[src/rtl/baccarat_pkg.sv]
// rtl/baccarat_pkg.sv - shared types and constants for the baccarat dealer controller
//   state_e   : 4-bit sequencer state encoding
//   CARD_*    : raw card code landmarks (0 = no card, 10 and above score zero)
//   NATURAL_MIN / STAND_MIN : two-card total thresholds
//   sat_inc8  : 8-bit increment that sticks at 255
package baccarat_pkg;

  typedef enum logic [3:0] {
    IDLE   = 4'd0,
    P1     = 4'd1,
    D1     = 4'd2,
    P2     = 4'd3,
    D2     = 4'd4,
    CHK    = 4'd5,
    P3     = 4'd6,
    BCHK   = 4'd7,
    D3     = 4'd8,
    RESULT = 4'd9,
    DONE   = 4'd10
  } state_e;

  localparam logic [3:0] CARD_NONE   = 4'd0;
  localparam logic [3:0] CARD_TEN    = 4'd10;
  localparam logic [3:0] NATURAL_MIN = 4'd8;
  localparam logic [3:0] STAND_MIN   = 4'd6;

  function automatic logic [7:0] sat_inc8(input logic [7:0] v);
    return (v == 8'hFF) ? v : v + 8'd1;
  endfunction

endpackage

[src/rtl/baccarat_dealer_fsm_banker_draw.sv]
// rtl/baccarat_dealer_fsm_banker_draw.sv - dealer third-card drawing rule
//   dscore : dealer two-card total (0-9)
//   pcard3 : raw player third-card code (face cards and tens count as zero)
//   draw   : 1 when the dealer must take a third card
module banker_draw
  import baccarat_pkg::*;
(
  input  logic [3:0] dscore,
  input  logic [3:0] pcard3,
  output logic       draw
);

  logic [3:0] v;

  always_comb begin
    v    = (pcard3 >= CARD_TEN) ? CARD_NONE : pcard3;
    draw = 1'b0;
    case (dscore)
      4'd0, 4'd1, 4'd2: draw = 1'b1;
      4'd3:             draw = (v != 4'd8);
      4'd4:             draw = (v >= 4'd2) && (v <= 4'd7);
      4'd5:             draw = (v >= 4'd4) && (v <= 4'd7);
      4'd6:             draw = (v >= 4'd6) && (v <= 4'd7);
      default:          draw = 1'b0;
    endcase
  end

endmodule

[src/rtl/baccarat_dealer_fsm.sv]
// rtl/baccarat_dealer_fsm.sv - baccarat round sequencer, outcome flags and tallies
//   slow_clock, reset     : clock and synchronous active-high reset
//   step                  : advance one state per cycle while high
//   pscore, dscore        : hand totals from the external scorehand blocks
//   pcard3                : raw player third-card code
//   clr_cards, load_*     : card register clear/load strobes (combinational)
//   player_win/dealer_win : registered outcome, both high on a tie
//   round_done            : one-cycle pulse after entering DONE
//   player_wins/dealer_wins/ties : saturating round tallies
module baccarat_dealer_fsm
  import baccarat_pkg::*;
(
  input  logic       slow_clock,
  input  logic       reset,
  input  logic       step,
  input  logic [3:0] pscore,
  input  logic [3:0] dscore,
  input  logic [3:0] pcard3,
  output logic       clr_cards,
  output logic       load_pcard1,
  output logic       load_pcard2,
  output logic       load_pcard3,
  output logic       load_dcard1,
  output logic       load_dcard2,
  output logic       load_dcard3,
  output logic       player_win,
  output logic       dealer_win,
  output logic       round_done,
  output logic [7:0] player_wins,
  output logic [7:0] dealer_wins,
  output logic [7:0] ties
);

  state_e     state_q, state_d;
  logic       player_win_q, player_win_d;
  logic       dealer_win_q, dealer_win_d;
  logic       round_done_q, round_done_d;
  logic [7:0] player_wins_q, player_wins_d;
  logic [7:0] dealer_wins_q, dealer_wins_d;
  logic [7:0] ties_q, ties_d;
  logic       bank_draw;
  logic       go;

  banker_draw u_banker_draw (
    .dscore (dscore),
    .pcard3 (pcard3),
    .draw   (bank_draw)
  );

  // Reset masks the strobes so a reset+step cycle never clears or loads cards.
  assign go          = step & ~reset;
  assign clr_cards   = go & ((state_q == IDLE) || (state_q == DONE));
  assign load_pcard1 = go & (state_q == P1);
  assign load_pcard2 = go & (state_q == P2);
  assign load_pcard3 = go & (state_q == P3);
  assign load_dcard1 = go & (state_q == D1);
  assign load_dcard2 = go & (state_q == D2);
  assign load_dcard3 = go & (state_q == D3);

  assign player_win  = player_win_q;
  assign dealer_win  = dealer_win_q;
  assign round_done  = round_done_q;
  assign player_wins = player_wins_q;
  assign dealer_wins = dealer_wins_q;
  assign ties        = ties_q;

  always_comb begin
    state_d       = state_q;
    player_win_d  = player_win_q;
    dealer_win_d  = dealer_win_q;
    round_done_d  = 1'b0;
    player_wins_d = player_wins_q;
    dealer_wins_d = dealer_wins_q;
    ties_d        = ties_q;
    if (step) begin
      case (state_q)
        IDLE, DONE: begin
          state_d      = P1;
          player_win_d = 1'b0;
          dealer_win_d = 1'b0;
        end
        P1: state_d = D1;
        D1: state_d = P2;
        P2: state_d = D2;
        D2: state_d = CHK;
        CHK: begin
          if ((pscore >= NATURAL_MIN) || (dscore >= NATURAL_MIN)) state_d = RESULT;
          else if (pscore < STAND_MIN)                            state_d = P3;
          // Player stands on 6-7: dealer draws on 0-5 without the tableau.
          else if (dscore < STAND_MIN)                            state_d = D3;
          else                                                    state_d = RESULT;
        end
        P3:   state_d = BCHK;
        BCHK: state_d = bank_draw ? D3 : RESULT;
        D3:   state_d = RESULT;
        RESULT: begin
          state_d      = DONE;
          round_done_d = 1'b1;
          player_win_d = (pscore >= dscore);
          dealer_win_d = (dscore >= pscore);
          if (pscore == dscore)     ties_d        = sat_inc8(ties_q);
          else if (pscore > dscore) player_wins_d = sat_inc8(player_wins_q);
          else                      dealer_wins_d = sat_inc8(dealer_wins_q);
        end
        default: state_d = IDLE;
      endcase
    end
  end

  always_ff @(posedge slow_clock) begin
    if (reset) begin
      state_q       <= IDLE;
      player_win_q  <= 1'b0;
      dealer_win_q  <= 1'b0;
      round_done_q  <= 1'b0;
      player_wins_q <= 8'd0;
      dealer_wins_q <= 8'd0;
      ties_q        <= 8'd0;
    end else begin
      state_q       <= state_d;
      player_win_q  <= player_win_d;
      dealer_win_q  <= dealer_win_d;
      round_done_q  <= round_done_d;
      player_wins_q <= player_wins_d;
      dealer_wins_q <= dealer_wins_d;
      ties_q        <= ties_d;
    end
  end

endmodule

[config.mk]
export PLATFORM = sky130hd
export DESIGN_NAME = baccarat_dealer_fsm
export DESIGN_NICKNAME = d
export VERILOG_FILES = /design/src/rtl/baccarat_pkg.sv /design/src/rtl/baccarat_dealer_fsm_banker_draw.sv /design/src/rtl/baccarat_dealer_fsm.sv
export SDC_FILE = /design/constraint.sdc
export NUM_CORES = 1
export LEC_CHECK = 0
export CAP_MARGIN = 25
export CORE_MARGIN = 2
export CORE_UTILIZATION = 51
export CTS_CLUSTER_SIZE = 25
export DETAILED_ROUTE_END_ITERATION = 6
export PLACE_DENSITY = 0.81
export SYNTH_ARGS = -nofsm -noshare
export SYNTH_HDL_FRONTEND = slang
export SYNTH_SLANG_ARGS = --single-unit
[constraint.sdc]
create_clock -name slow_clock -period 5.4 [get_ports slow_clock]
set_input_delay 1.35 -clock slow_clock [delete_from_list [all_inputs] [get_ports slow_clock]]
set_output_delay 1.35 -clock slow_clock [all_outputs]
set_load 0.05 [all_outputs]
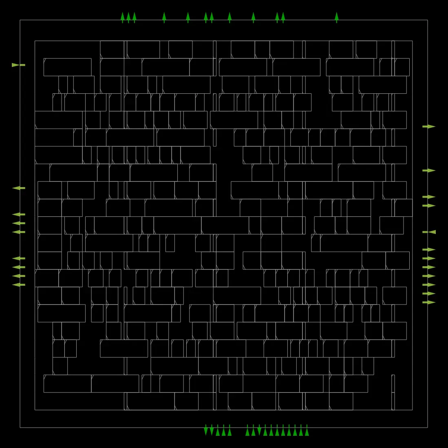
Run 1: cell outlines without signal wires
fin util: 70.5%
core area: 3340 sq um

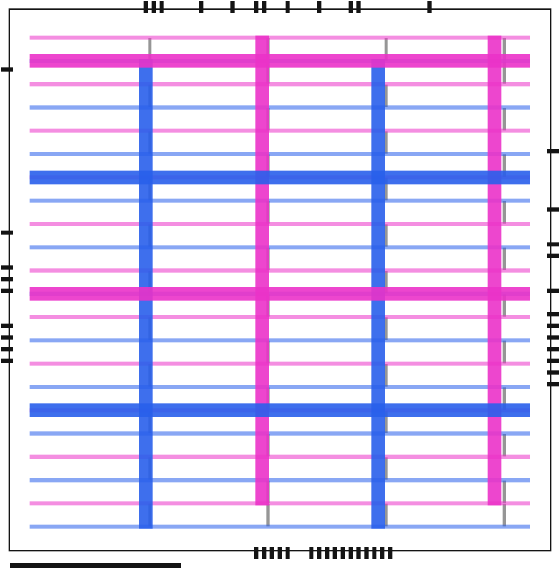
Run 1: power grid
The bar under the picture is 20 microns long. Pins as bars on the die edge. Tap cells in gray.
color	net
blue	VSS
magenta	VDD
met1 rails	22
met5 straps	4
rows	21
met4 straps	4

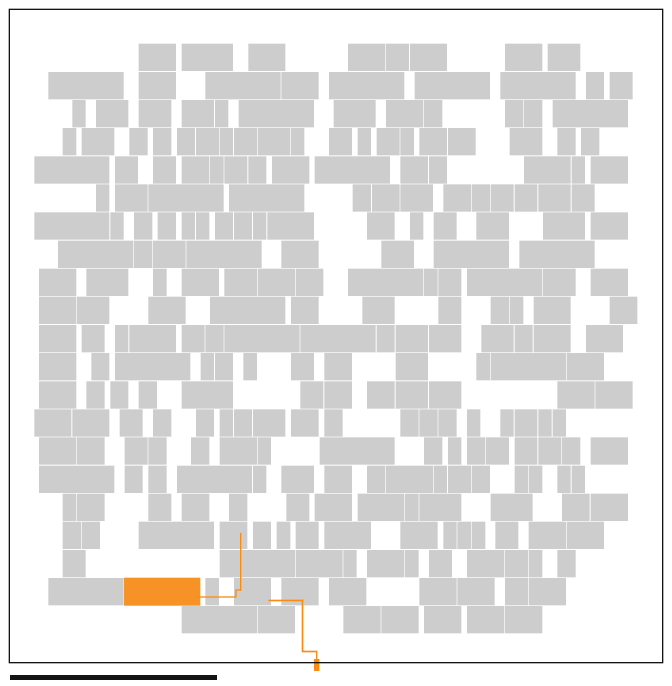
Run 1: I/O nets highlighted
The bar under the picture is 20 microns long.
color	port	direction	edge	end cells	buffers	wire
orange	dealer_win	output	south	1	1	20.5 microns
IO Port Bufs: 48
# IOs: 49

==> notes.md, run 1 <==
Flow results follow.

The report puts the hold buffer count at CTS at 0. The flow reports power dissipated in sequential cells as between 200 and 250 uW. The number of antenna violations at the first check in global routing was 0. The number of cells upsized or downsized after cts is 0. The worst-path maximum fanout is 11.

The hold violation count in the final report is 0. The post-CTS repair timing setup buffer count is 0. The flow ran to the end, and the final reports show no timing, DRC or antenna violations. The source of the critical timing path is step. The leftover overflow at the end of global routing is 0. The placed instance count is between 300 and 400.

The share of the yosys chip area belonging to registers is between 30% and 40%. OpenSTA, run right after detailed placement, puts the worst setup slack at about 0.65 ns. The repair_antennas step left the layout with diodes totalling 0. The main area contributors are dfxtp_1, ha_1, nand3_1.

After synthesis, the chip area reported by Yosys is between 1500 and 2000 sq um. TritonCTS built the clock tree. The longest clock path from root to sink contains 2 buffers. Looking at area per cell type in the netlist, the leader is dfxtp_1. The combinational gate area is 1070 sq um. The pin closest to its max-slew limit shows a slew of about 0.53 ns.

Looking at the reg2reg group, the worst path ends at dealer_wins[7]. The top cell type in the final layout, fill and taps aside, is clkdlybuf4s50_1. The clock net in this run drives a total of 31 sinks. The share of power burned in registers is between 50% and 60%. The power consumed by the clock network is between 150 and 200 uW. The fraction of synthesis flops using an asynchronous set or reset pin is 0%. Per the Yosys statistics, synthesis produced 221 cells. The leakage component of the power was reported as 0.841 nW. The synthesized area is about 1800 sq um.

The synthesis run shows multiplexers occupying about 2.5% of the cell area. For reference, the top cells by count after synthesis are dfxtp_1, nor2_1, nand3_1. The simple logic cell fraction of the synthesized area is between 30% and 40%. The highest supply drop recorded on VDD is around 120 uV. The depth of the worst hold-timing path is 2. In this run the power density over the cells is between 150 and 200 nW/um^2.

Listed in order, past its start point the critical path passes clkdlybuf4s50_1, nor2b_1, nand2_1, nor4_1, clkdlybuf4s50_1. Per the synthesis report, the number of distinct cell types is roughly 46. The nature of the critical path endpoint is an output pin. The clock latency on the worst-skew pair is 0.33 ns.

The slowest stage of the critical path is the clkdlybuf4s50_1 cell. Dividing the detail-routed wire length by the instance count gives about 13 microns. Broken down by cell family, the worst path's largest delay share belongs to buffers and inverters.

dfxtp_1 is the most common cell in the netlist. The library cells used most frequently in the layout, excluding fill and tap cells, are clkdlybuf4s50_1, dfxtp_1, nor2_1, nand3_1, a21oi_1. The switching power as a share of total power is about a quarter.

The number of optimization iterations in the first detailed-route pass is 4. The area fraction of the largest cell type after synthesis is about a third. The filler cell count is between 200 and 300. Registers take 621 sq um. The data required time of the worst path is ~4 ns.

Routability-driven placement finished with a final weighted congestion of roughly 0.82. The most common cell type on the critical path is clkdlybuf4s50_1. The mean number of vias per cell is about 5.7. The report counts max-capacitance violations totalling 0. The total half-perimeter wirelength after legalization and detailed placement is slightly above 3000 microns.

The share of the clock period used by the worst path after layout is a little under 90%. Per the synthesis report, the AND-OR/OR-AND share of the synthesized area is around 17%. For the worst flop-to-flop path, the logic depth is 5. Setup repair after global routing left no endpoint under its margin. Across all layers, the routed design uses approximately 1,800 vias.
==> run 1: worst min path at each step <==
| stage | endpoint |
|---|---|
| floorplan | round_done |
| global placement | dealer_win |
| detailed placement | player_win |
| CTS | player_win |
| global route | player_win |
| finish | player_win |
==> run 1: area by class of cell <==
type	count	share of cell area, %
inverter	10	1.60
tap	46	2.45
clock buffer	7	2.77
sequential	31	26.4
multi-input combinational	169	45.6
timing repair buffer	50	20.9
clock inverter	1	0.319
==> run 1: per-layer routing <==
layer  routed length (microns)  vias up  share of wire (%)  track usage (%)
li1                          -      914                  -                -
met1                      2000      833                 47             28.7
met2                      2000       47                 47             35.5
met3                       204        4                4.8             5.00
met4                        37        0               0.87             5.83
met5                         0        -                  0                0
Run 1, wiring heat map:
The die is cut into 13 by 13 equal tiles; dark blue is low, red is high, scaled to the fullest tile. Values are wire area over tile area, all layers added.
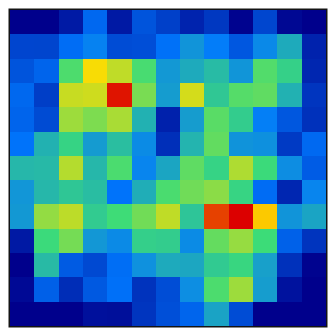

==> run 2: changes to the inputs <==
--- a/config.mk
+++ b/config.mk
@@ -5,11 +5,12 @@
 export SDC_FILE = /design/constraint.sdc
 export NUM_CORES = 1
 export LEC_CHECK = 0
-export CAP_MARGIN = 25
-export CORE_MARGIN = 2
+export CAP_MARGIN = 20
+export CORE_MARGIN = 3
 export CORE_UTILIZATION = 51
 export CTS_CLUSTER_SIZE = 25
 export DETAILED_ROUTE_END_ITERATION = 6
+export GPL_ROUTABILITY_DRIVEN = 0
 export PLACE_DENSITY = 0.81
 export SYNTH_ARGS = -nofsm -noshare
 export SYNTH_HDL_FRONTEND = slang
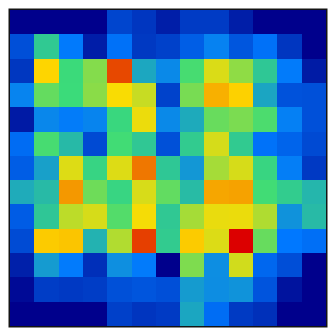
Run 2: wiring heat map
The die is cut into 13 by 13 equal tiles; dark blue is low, red is high, scaled to the fullest tile. Values are wire area over tile area, all layers added.
fullest tile	0.44
tiles over half the peak	30%
densest ninth of the die	center
mean over tiles	0.16

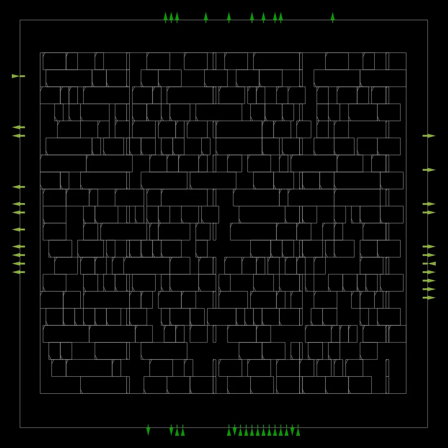
Run 2: cell outlines without signal wires
sequential cell area share: 26.5%
number of fillers in the final layout: 260
non-filler cells, final: 312
number of standard-cell rows in the floorplan: 20
flop count: 31

==> run 2 against run 1 <==
  * Routed wire length down 2.1%
  * Utilization up 3.4 points
  * Synthesized area is the same
  * Clock power is essentially flat
  * Flip-flop count unchanged
  * Clock skew fell by 0.0039 ns
  * Design area decreased by 0.21%
  * Global-route usage down 0.52 points
  * Critical path depth did not move
  * Critical path type unchanged
  * Largest power group unchanged
  * Highest routed layer unchanged
==> notes.md, run 2 <==
Flow results follow.

The number of clock sinks seen by CTS is 31 (unchanged). The number of buffers between clock root and the deepest sink is 2 (unchanged). The clock tree from TritonCTS is built. In this run the worst setup path begins at step. The power consumed by the clock network is 158 uW (about the same). Yosys reports that the most numerous cell types are dfxtp_1, nor2_1, nand3_1.

The count of buffers inserted at the top-level ports came to 48 (unchanged). The maximum vdd ir drop is 140 uV (+13%). The antenna diode count is 0 (unchanged).

The number of different library cells in the post-synthesis netlist is 46 (unchanged). The number of cells upsized or downsized after cts is 0 (unchanged). The clock latency on the worst-skew pair is 0.33 ns (about the same). The power drawn by the sequential cells came to 236 uW (about the same). The leftover overflow at the end of global routing is 0 (unchanged). The fraction of the mapped netlist area in compound gates is 17.1% (unchanged). The cell count listed in synth_stat.txt is 221 (unchanged). The fraction of synthesis flops using an asynchronous set or reset pin is 0% (unchanged). The main area contributors are dfxtp_1, ha_1, nand3_1. The combinational gate area is 1070 sq um (unchanged).

The largest part of the power goes to registers. The total core area is 3180 sq um (-4.8%). The depth of the worst hold-timing path is 1 (-1). The post-CTS repair timing setup buffer count is 0 (unchanged). The share of the clock period used by the worst path after layout is 87.9% (-0.36 points). The synthesized area came to 1780 sq um (unchanged). Summed over all combinational cells, the power is just over 50 uW. The areal power density over the cells came to 190 nW/um^2 (+0.48%).

The placed instance count is 304 (-0.65%). The cell count of the worst reg-to-reg path is 5 (unchanged). The share of the yosys chip area belonging to registers came to 34.9% (unchanged). Looking at the critical path, the single cell with the biggest stage delay is clkdlybuf4s50_1. The count of vias placed by the detailed router came to 1,784 (-0.78%).

The total negative slack for setup checks is 0 ns. In the post-synthesis netlist, the cell with the most instances is dfxtp_1. Data arrives at the worst endpoint at around 3.4 ns. The max capacitance violation total is 0 (unchanged).

The total half-perimeter wirelength after legalization and detailed placement is 3000 microns (-1.1%). The combinational fraction of design power is 11.4%. The run finished with clean final reports. The path with the worst hold slack has its endpoint at dealer_win. The launch instance of the worst register-to-register path is state_q[3]. The share of power burned in registers was 53.1% (about the same).

The mean number of vias per cell was 5.72 (-0.14%). The data required time of the worst path is 4.05 ns (about the same). The transition time at the pin with the least slew margin came to 0.516 ns (-0.0115 ns). By instance count, the cell type seen most on the critical path is clkdlybuf4s50_1.

Grouping stages by cell kind, the critical path spends the most delay in buffers and inverters. The routed wirelength normalized by instance count is 13.3 microns (-1.4%). The hold violation count in the final report is 0 (unchanged). The simple logic cell fraction of the synthesized area is 30.8% (unchanged). Listed in order, past its start point the critical path passes clkdlybuf4s50_1, nor2b_1, nand2_1, nor4_1, clkdlybuf4s50_1. The startpoint identified for the worst hold timing path is dealer_win. The share of Yosys cell area claimed by the top area cell type is 34.9% (unchanged).

Setup repair after global routing left no endpoint under its margin. The number of antenna violations at the first check in global routing was 0 (unchanged). The number of optimization iterations in the first detailed-route pass is 4 (unchanged). The xor/xnor cell area share of the yosys netlist is under 10%.

The number of hold buffers added after CTS came to 0 (unchanged). The multiplexer share of the synthesized area is 2.46% (unchanged). The count of pins on the block boundary came to 49 (unchanged). The reg-to-reg critical path endpoint is dealer_wins[7]. Per the log, the first TritonRoute iteration ended with a DRC count of approximately 120. The switching power as a share of total power was 26.0% (+0.23 points). The post-route core utilization is 73.8% (+3.4 points). The cell type with the largest total area is dfxtp_1. The nature of the critical path endpoint is an output pin. The tree is rooted in a clkbuf_4.

The floorplan step set the die width to around 65 microns. The leakage power figure was 0.845 nW (+0.45%). The highest-count logic cell in the final layout is clkdlybuf4s50_1. The post-synth area from yosys stat is 1780 sq um (unchanged). The library cells used most frequently in the layout, excluding fill and tap cells, are clkdlybuf4s50_1, dfxtp_1, nor2_1, nand3_1, a21oi_1. The sequential cell area in the final layout came to 621 sq um (unchanged). The worst-path maximum fanout was 11 (unchanged).
run 2: layer usage:
metal	global-route usage, %	vias to the layer above	wire length (microns)	part of all wire (%)
li1	-	914	-	-
met1	28.8	821	2020	49
met2	31.9	42	1890	46
met3	5.55	7	179	4.3
met4	8.29	0	58	1.4
met5	0	-	0	0
run 2: metrics by stage:
step / total power, mW / setup slack, ns
finish: 0.445 / 0.656
global route: 0.466 / 0.509
CTS: 0.449 / 0.658
detailed placement: 0.292 / 0.665
global placement: 0.291 / 0.715
floorplan: 0.270 / 0.722
run 2: final cells by class:
cell class | count | area share (%)
Clock buffer | 7 | 2.77
Timing Repair Buffer | 50 | 20.8
Inverter | 10 | 1.60
Tap cell | 44 | 2.35
Multi-Input combinational cell | 169 | 45.7
Sequential cell | 31 | 26.5
Clock inverter | 1 | 0.320
Run 2, I/O nets highlighted:
The bar under the picture is 20 microns long.
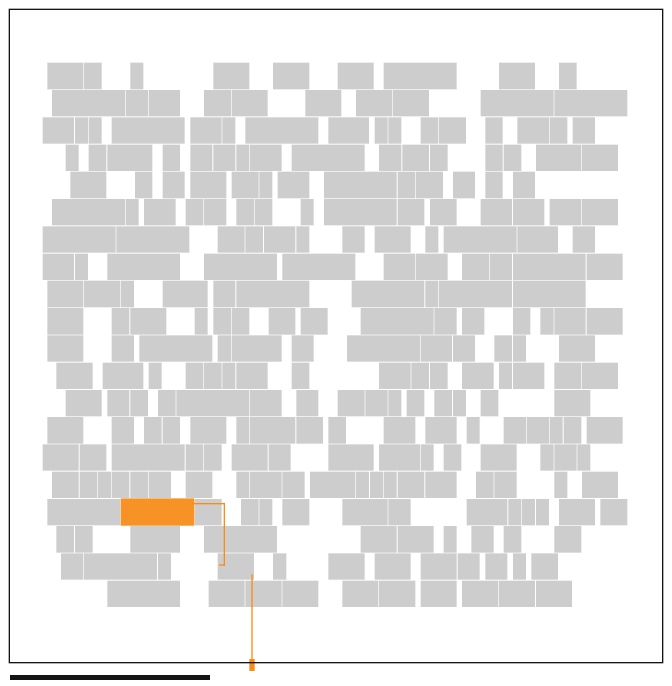

==> run 3: changes to the inputs <==
--- a/config.mk
+++ b/config.mk
@@ -5,13 +5,14 @@
 export SDC_FILE = /design/constraint.sdc
 export NUM_CORES = 1
 export LEC_CHECK = 0
+export ABC_AREA = 1
 export CAP_MARGIN = 20
 export CORE_MARGIN = 3
-export CORE_UTILIZATION = 51
+export CORE_UTILIZATION = 52
 export CTS_CLUSTER_SIZE = 25
 export DETAILED_ROUTE_END_ITERATION = 6
 export GPL_ROUTABILITY_DRIVEN = 0
-export PLACE_DENSITY = 0.81
+export PLACE_DENSITY = 0.82
 export SYNTH_ARGS = -nofsm -noshare
 export SYNTH_HDL_FRONTEND = slang
 export SYNTH_SLANG_ARGS = --single-unit
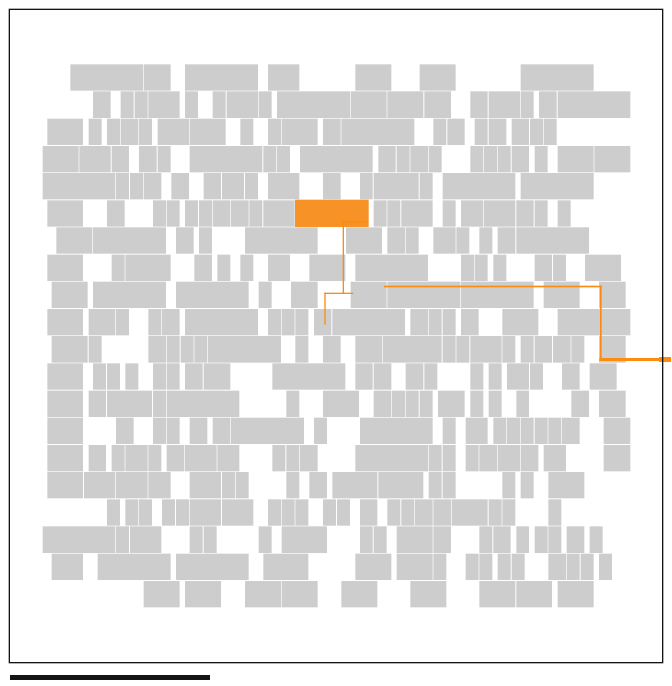
Run 3: I/O nets highlighted
The bar under the picture is 20 microns long.
color	port	direction	edge	end cells	buffers	wire
orange	dealer_win	output	east	1	1	49.9 microns

==> run 3 against run 2 <==
  * Design area grew 1.5%
  * First-iteration DRC count grew 50%
  * Critical path type unchanged
  * Combinational power shrank 4%
  * Largest power group unchanged
  * Maximum frequency grew 12%
  * Non-clock buffer count shrank 1
  * Critical endpoint is now load_dcard3
  * Sequential share of layout area shrank 0.39 points
  * Power shrank 8.3%
  * Critical path depth is the same
==> notes.md, run 3 <==
Flow results follow.

Setup repair after global routing left no endpoint under its margin. The total half-perimeter wirelength after legalization and detailed placement is 3190 microns (+6.3%). The run finished with clean final reports. The met3 routed wirelength is 211 microns (+18%).

The count of plain and timing-repair buffers in the layout was 49 (-2.0%). The floorplan die width came to 65.2 microns (+0.25%). The synthesized-area fraction occupied by adder cells is under 10%.

The most area-hungry cell class in the final design is multi-input combinational cells. The cell type with the largest total area is dfxtp_1. The fraction of the mapped netlist area in compound gates came to 13.4% (-3.6 points).

Yosys reports that the most numerous cell types are nand2_1, inv_1, dfxtp_1. The layout net count is 347. The cell count listed in synth_stat.txt is 274 (+24%). The number of hold buffers added after CTS was 0 (unchanged). The least setup slack across all paths after layout is 1.15 ns (+0.496 ns). The signal arrival time at the worst endpoint is 2.90 ns (-0.49 ns).

The relative area of non-clock buffer cells in the final design is 20.3% (-0.52 points). The number of clock sinks seen by CTS was 31 (unchanged). The global-route met2 utilization is 36.3% (+4.4 points). The top power consumer group is registers. The maximum vdd ir drop is 145 uV (+3.5%). The hold violation count in the final report is 0 (unchanged). The fraction of synthesis flops using an asynchronous set or reset pin was 0% (unchanged). The flop share of the area is 26.1% (-0.39 points).

The library cell used as clock root buffer is clkbuf_4. The number of different library cells in the post-synthesis netlist is 25 (-46%). The power drawn by the sequential cells is 231 uW (-2%). The data required time of the worst path came to 4.05 ns (about the same).

The number of well taps is 44 (unchanged). The transition time at the pin with the least slew margin was 0.543 ns (+0.0265 ns). The count of pins on the block boundary is 49 (unchanged). The multiplexer share of the synthesized area came to 0% (-2.5 points).

The count of inverters not on the clock network in the layout was 36 (+26). The number of antenna violations at the first check in global routing was 0 (unchanged). The met3 track utilization from global routing is 6.50% (+0.95 points). The combinational fraction of design power is 11.9% (+0.5 points). The total chip power was 408 uW (-8.3%). The areal power density over the cells came to 172 nW/um^2 (-9.6%).

The max capacitance violation total is 0 (unchanged). The met1 routed wirelength after detailed routing is 2050 microns (+1.5%). The placed instance count came to 362 (+19%). Headroom to the max-slew limit came out at a little under two thirds.

The count of buffers inserted at the top-level ports is 48 (unchanged). The routed wirelength normalized by instance count is 11.4 microns (-14%). The total negative slack for setup checks is 0 ns (unchanged). The leakage power figure came to 0.968 nW (+14%). The post-route core utilization is 74.3% (+0.52 points). TritonCTS built the clock tree.

The post-CTS repair timing setup buffer count is 0 (unchanged). The clock buffer count in the final layout is 5 (-2). The sequential cell count came to 31 (unchanged). The antenna diode count is 0 (unchanged). The power consumed by the clock network is 129 uW (-18%). The highest-count logic cell in the final layout is nand2_1. The met1 track demand over resource in global routing was 27.2% (-1.6 points). The multi-input combinational cell count was 202 (+20%). The clock tree cell share of total cell area is 2.21% (-0.89 points). The combinational gate area was 1030 sq um (-3.5%).

The clock latency on the worst-skew pair is 0.33 ns (about the same). The number of buffers between clock root and the deepest sink came to 2 (unchanged). The mean number of vias per cell is 5.12 (-11%). The share of power burned in registers came to 56.6% (+3.5 points). The final cell count without fillers is 370 (+19%). The worst-path maximum fanout is 13 (+2). The leftover overflow at the end of global routing came to 0 (unchanged). The setup slack after placement was 1.14 ns (+0.476 ns).

The share of the yosys chip area belonging to registers is 34.0% (-0.86 points). The power attributed to combinational cells is 48.8 uW (-4%). The highest-utilization routing layer at the global route stage is met2. The share of Yosys cell area claimed by the top area cell type was 34.0% (-0.86 points). The count of vias placed by the detailed router is 1,893 (+6.1%). After synthesis, the cell types taking the most area are dfxtp_1, nand2_1, inv_1.

The most frequent cell after synthesis is nand2_1. The library cells used most frequently in the layout, excluding fill and tap cells, are nand2_1, clkdlybuf4s50_1, inv_1, dfxtp_1, nor2_1. The number of placement rows is 20 (unchanged). The switching power as a share of total power is 27.1% (+1.1 points). The violation count after the first detailed-routing iteration came to 173 (+50%). The synthesized area is 1820 sq um (+2.5%).

The number of cells upsized or downsized after cts is 0 (unchanged).
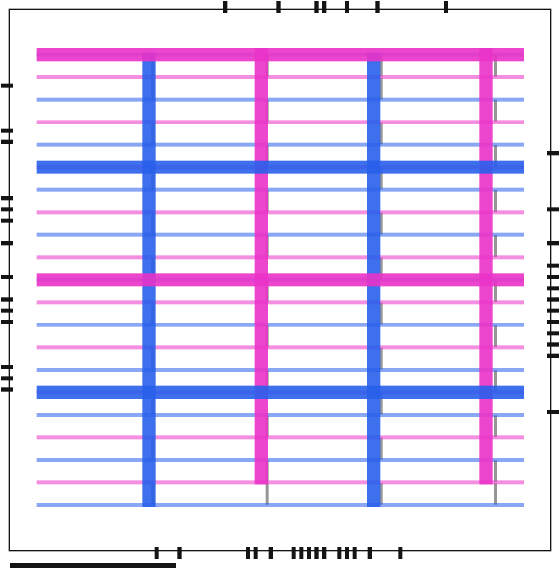
Run 3: power grid
The bar under the picture is 20 microns long. Pins as bars on the die edge. Tap cells in gray.
color	net
magenta	VDD
blue	VSS
signal pins	49
met5 straps	4

run 3: cell types whose count changed after synthesis, moves of 5 or more:
cell / change
nand2_1: +66
inv_1: +22
nor3_1: +8
a21oi_1: +7
a21oi_2: +7
clkbuf_1: -7
nor4_1: -6
xnor2_1: +6
and3_1: -5
nor2_1: +5
nor2b_1: -5
o21ai_0: -5
or4_1: -5
run 3: worst max-delay path, stage by stage:
cell,delay (ns)
clkdlybuf4s50_1,0.41
inv_1,0.33
nand2_1,0.24
nor3_1,0.38
buf_12,0.18
run 3: worst paths after layout:
kind                   start              to  slack [ns]  depth (start not counted)
setup / recovery       reset     load_dcard3        1.15                          5
hold / removal    player_win      player_win        0.48                          2
setup reg to reg  state_q[0]  dealer_wins[1]        3.57                          9
hold reg to reg   player_win      player_win        0.48                          2
Power and IR drop assume default switching activity.
